### src/rtl/l2_mshr_alloc.sv
// l2_mshr_alloc
//   Allocator and free-list for the L2 MSHR entries. It hands out the lowest
//   free entry on request, reclaims entries on free, and produces the
//   add_mshr_entry / incr_mshr_cnt / mshr_i pulses for the L2 register block.
//   A free that collides with a grant is parked in a one-entry skid and
//   applied on the first cycle without a grant. This keeps the two
//   register-block pulses mutually exclusive.
//
//   Optional feature macro: L2_MSHR_FREE_CHECK_EN
//     defined   -> frees of non-busy entries are dropped and the sticky
//                  o_err_free flag is set
//     undefined -> no check is made and o_err_free is tied low
//
// Ports
//   i_clk              clock, rising edge
//   i_rst_n            asynchronous active-low reset
//   i_alloc_req        request a free entry this cycle
//   o_alloc_gnt        entry granted this cycle (combinational)
//   o_alloc_idx        granted index, valid with o_alloc_gnt
//   i_free_valid       release entry i_free_idx
//   o_free_ready       free accepted this cycle (registered)
//   i_free_idx         entry being released
//   o_add_mshr_entry   count-down pulse to the register block (= o_alloc_gnt)
//   o_incr_mshr_cnt    count-up pulse, one per applied free
//   o_mshr_i           index of the applied free, valid with o_incr_mshr_cnt
//   o_busy             per-entry allocated bitmap (registered)
//   o_free_cnt         number of free entries (registered)
//   o_full             o_free_cnt == 0
//   o_err_free         sticky illegal-free flag
module l2_mshr_alloc #(
  parameter int N_ENTRIES = 4,
  parameter int IDX_BITS  = $clog2(N_ENTRIES)
) (
  input  logic                 i_clk,
  input  logic                 i_rst_n,
  input  logic                 i_alloc_req,
  output logic                 o_alloc_gnt,
  output logic [IDX_BITS-1:0]  o_alloc_idx,
  input  logic                 i_free_valid,
  output logic                 o_free_ready,
  input  logic [IDX_BITS-1:0]  i_free_idx,
  output logic                 o_add_mshr_entry,
  output logic                 o_incr_mshr_cnt,
  output logic [IDX_BITS-1:0]  o_mshr_i,
  output logic [N_ENTRIES-1:0] o_busy,
  output logic [IDX_BITS:0]    o_free_cnt,
  output logic                 o_full,
  output logic                 o_err_free
);

  logic [N_ENTRIES-1:0] r_busy;
  logic [IDX_BITS:0]    r_free_cnt;
  logic [IDX_BITS-1:0]  r_next_idx;
  logic                 r_skid_vld;
  logic [IDX_BITS-1:0]  r_skid_idx;

  logic                 w_gnt;
  logic                 w_port_acc;
  logic                 w_port_legal;
  logic                 w_skid_apply;
  logic                 w_port_apply;
  logic                 w_skid_load;
  logic                 w_apply;
  logic [IDX_BITS-1:0]  w_apply_idx;
  logic [N_ENTRIES-1:0] w_busy_next;
  logic [IDX_BITS:0]    w_cnt_next;
  logic [IDX_BITS-1:0]  w_next_idx;

  assign o_full      = (r_free_cnt == '0);
  assign w_gnt       = i_alloc_req && !o_full;
  // A port free is only taken while the skid is empty (o_free_ready = 1).
  assign w_port_acc  = i_free_valid && !r_skid_vld;

`ifdef L2_MSHR_FREE_CHECK_EN
  logic r_err_free;
  logic w_free_err;
  // A same-cycle grant index is never busy. The explicit compare keeps the
  // intent visible.
  assign w_port_legal = r_busy[i_free_idx] && !(w_gnt && (i_free_idx == r_next_idx));
  assign w_free_err   = w_port_acc && !w_port_legal;
  assign o_err_free   = r_err_free;
`else
  assign w_port_legal = 1'b1;
  assign o_err_free   = 1'b0;
`endif

  // The skid always wins over the port. Nothing is applied during a grant,
  // so add/incr can never coincide.
  assign w_skid_apply = r_skid_vld && !w_gnt;
  assign w_port_apply = w_port_acc && w_port_legal && !w_gnt;
  assign w_skid_load  = w_port_acc && w_port_legal && w_gnt;
  assign w_apply      = w_skid_apply || w_port_apply;
  assign w_apply_idx  = r_skid_vld ? r_skid_idx : i_free_idx;

  always_comb begin
    w_busy_next = r_busy;
    if (w_gnt)   w_busy_next[r_next_idx]  = 1'b1;
    if (w_apply) w_busy_next[w_apply_idx] = 1'b0;
  end

  assign w_cnt_next = r_free_cnt - (IDX_BITS+1)'(w_gnt) + (IDX_BITS+1)'(w_apply);

  // Lowest free index of the next-state bitmap. The value is held when no
  // entry is free, so alloc_idx keeps its last value while full.
  always_comb begin
    w_next_idx = r_next_idx;
    for (int i = N_ENTRIES - 1; i >= 0; i--) begin
      if (!w_busy_next[i]) w_next_idx = IDX_BITS'(i);
    end
  end

  always_ff @(posedge i_clk or negedge i_rst_n) begin
    if (!i_rst_n) begin
      r_busy     <= '0;
      r_free_cnt <= (IDX_BITS+1)'(N_ENTRIES);
      r_next_idx <= '0;
      r_skid_vld <= 1'b0;
      r_skid_idx <= '0;
    end else begin
      r_busy     <= w_busy_next;
      r_free_cnt <= w_cnt_next;
      r_next_idx <= w_next_idx;
      if (w_skid_load) begin
        r_skid_vld <= 1'b1;
        r_skid_idx <= i_free_idx;
      end else if (w_skid_apply) begin
        r_skid_vld <= 1'b0;
      end
    end
  end

`ifdef L2_MSHR_FREE_CHECK_EN
  always_ff @(posedge i_clk or negedge i_rst_n) begin
    if (!i_rst_n)        r_err_free <= 1'b0;
    else if (w_free_err) r_err_free <= 1'b1;
  end
`endif

  assign o_alloc_gnt      = w_gnt;
  assign o_alloc_idx      = r_next_idx;
  assign o_add_mshr_entry = w_gnt;
  assign o_incr_mshr_cnt  = w_apply;
  assign o_mshr_i         = w_apply ? w_apply_idx : '0;
  assign o_free_ready     = !r_skid_vld;
  assign o_busy           = r_busy;
  assign o_free_cnt       = r_free_cnt;

endmodule
### config.mk
export PLATFORM = sky130hd
export DESIGN_NAME = l2_mshr_alloc
export DESIGN_NICKNAME = d
export VERILOG_FILES = /design/src/rtl/l2_mshr_alloc.sv
export SDC_FILE = /design/constraint.sdc
export NUM_CORES = 1
export LEC_CHECK = 0
export ABC_AREA = 1
export CAP_MARGIN = 30
export CORE_UTILIZATION = 44
export CTS_CLUSTER_SIZE = 16
export DETAILED_ROUTE_END_ITERATION = 7
export PLACE_DENSITY = 0.87
export SYNTH_ARGS = -nofsm -noshare
export SYNTH_HDL_FRONTEND = slang
export SYNTH_SLANG_ARGS = --single-unit
export TNS_END_PERCENT = 1
### constraint.sdc
create_clock -name i_clk -period 2.1 [get_ports i_clk]
set_input_delay 0.525 -clock i_clk [delete_from_list [all_inputs] [get_ports i_clk]]
set_output_delay 0.525 -clock i_clk [all_outputs]
set_load 0.005 [all_outputs]
Figure 1. Supply network.
Scale: 10 px per um. Pins as bars on the die edge.
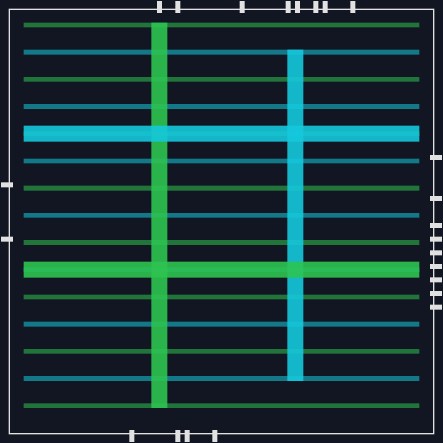
Key: cyan = VDD; green = VSS
The core has 14 rows. 15 met1 rails follow the rows. 23 signal pins sit on the boundary.

==> notes.md <==
Observations from the implementation run.

Logic synthesis:
- At floorplan, the net count of the design was reported as 95.
- The run puts the complex-gate fraction of the synthesized area at 10.3%.
- Yosys mapped a number of flops with a built-in enable equal to 0.
- In the synthesized netlist, the cells that appear most often are 19 x nand2_1, 16 x inv_1, 11 x dfrtp_1.

Placement:
- The run puts the count of placed standard cells including taps at 128.
- For this run the detailed placement stage logged an HPWL of 1090 um.

Final layout:
- 53 cells are multi-input combinational gates.
- The run puts the post-route core utilization at 68.0%.
- Across the whole layout, storage elements account for 302 um2.
- The run puts the count of buffers not belonging to the clock network in the layout at 31.
- The run gives the final cell count without fillers as 135.
- The run puts the count of filler cells inserted in the layout at 129.
- The run gives the combinational cell area excluding buffers and inverters as 329 um2.
- The run puts the number of flip-flops under the largest register name at 4.
- The run puts the area growth from synthesis to layout at 43.4%.
- By area, the class that comes first in the final layout consists of multi-input combinational cells.

STA:
- The run gives the worst-case setup margin in the final layout as 0.104 ns.
- The run gives the relative max-transition margin as 63.1%.
- The run gives the slew at the pin closest to its max-slew limit as 0.552 ns.
- Hold is met by 0.501 ns.
- For reference, the final report shows the max-slew violation count at 0.
- Setup violations remaining at the end of the flow were counted as 0.

Power and ir drop:
- The run puts the combinational power at 810 uW.
- The run gives the internal power contribution as 871 uW.
- The run puts the largest vdd supply drop at 0.000560 V.
- The run gives the share of total power in sequential cells as 31.1%.

Clock tree:
- TritonCTS built the clock tree.
- The run gives the worst-case clock buffer depth as 2.

Setup path:
- Traced cell by cell, the critical path runs through nor2_2 -> nand2_2 -> inv_1 -> clkdlybuf4s50_1.
- The run puts the cell depth of the worst flop-to-flop path at 9.
- The critical path's slowest stage uses the library cell clkdlybuf4s50_1.
- The run puts the critical path depth in cells at 4.
- Per the timing report, the most critical flop-to-flop path originates at o_free_cnt[1].
- The run gives the buffer-and-inverter tally for the worst setup path as 2.
- The run gives the maximum fanout along the worst path as 4.
- The setup path with the least slack is of type flip-flop to output pin.

Status:
- The flow ran to the end, and the final reports show no timing, DRC or antenna violations.

Detailed routing:
- After detailed routing, the wire length on met1 is 601 um.
- The detailed router reports a met3 wire length of 69 um.

Die:
- The run puts the overall die area at 1790 um2.
- The run puts the I/O pin count at 23.

Min path:
- The number of cells on the worst hold path is listed as 2.

GRT:
- The run gives the global-route congestion overflow total as 0.
- On met1, the global router reports a usage of 22.8%.
Figure 2. Placed cells, one color a class.
Scale: 6 px per um. Fill, decap, tap and diode cells in gray.
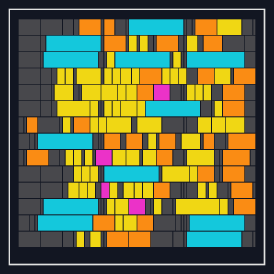
Key: yellow = combinational and other logic [cells 72, share of their area 40%]; magenta = clock drivers and dummy loads [cells 4, share of their area 2.6%]; orange = other buffers and delay cells [cells 31, share of their area 27%]; cyan = flops [cells 12, share of their area 30%]

Power figures rest on the tool's default switching activity, not on a simulated workload.
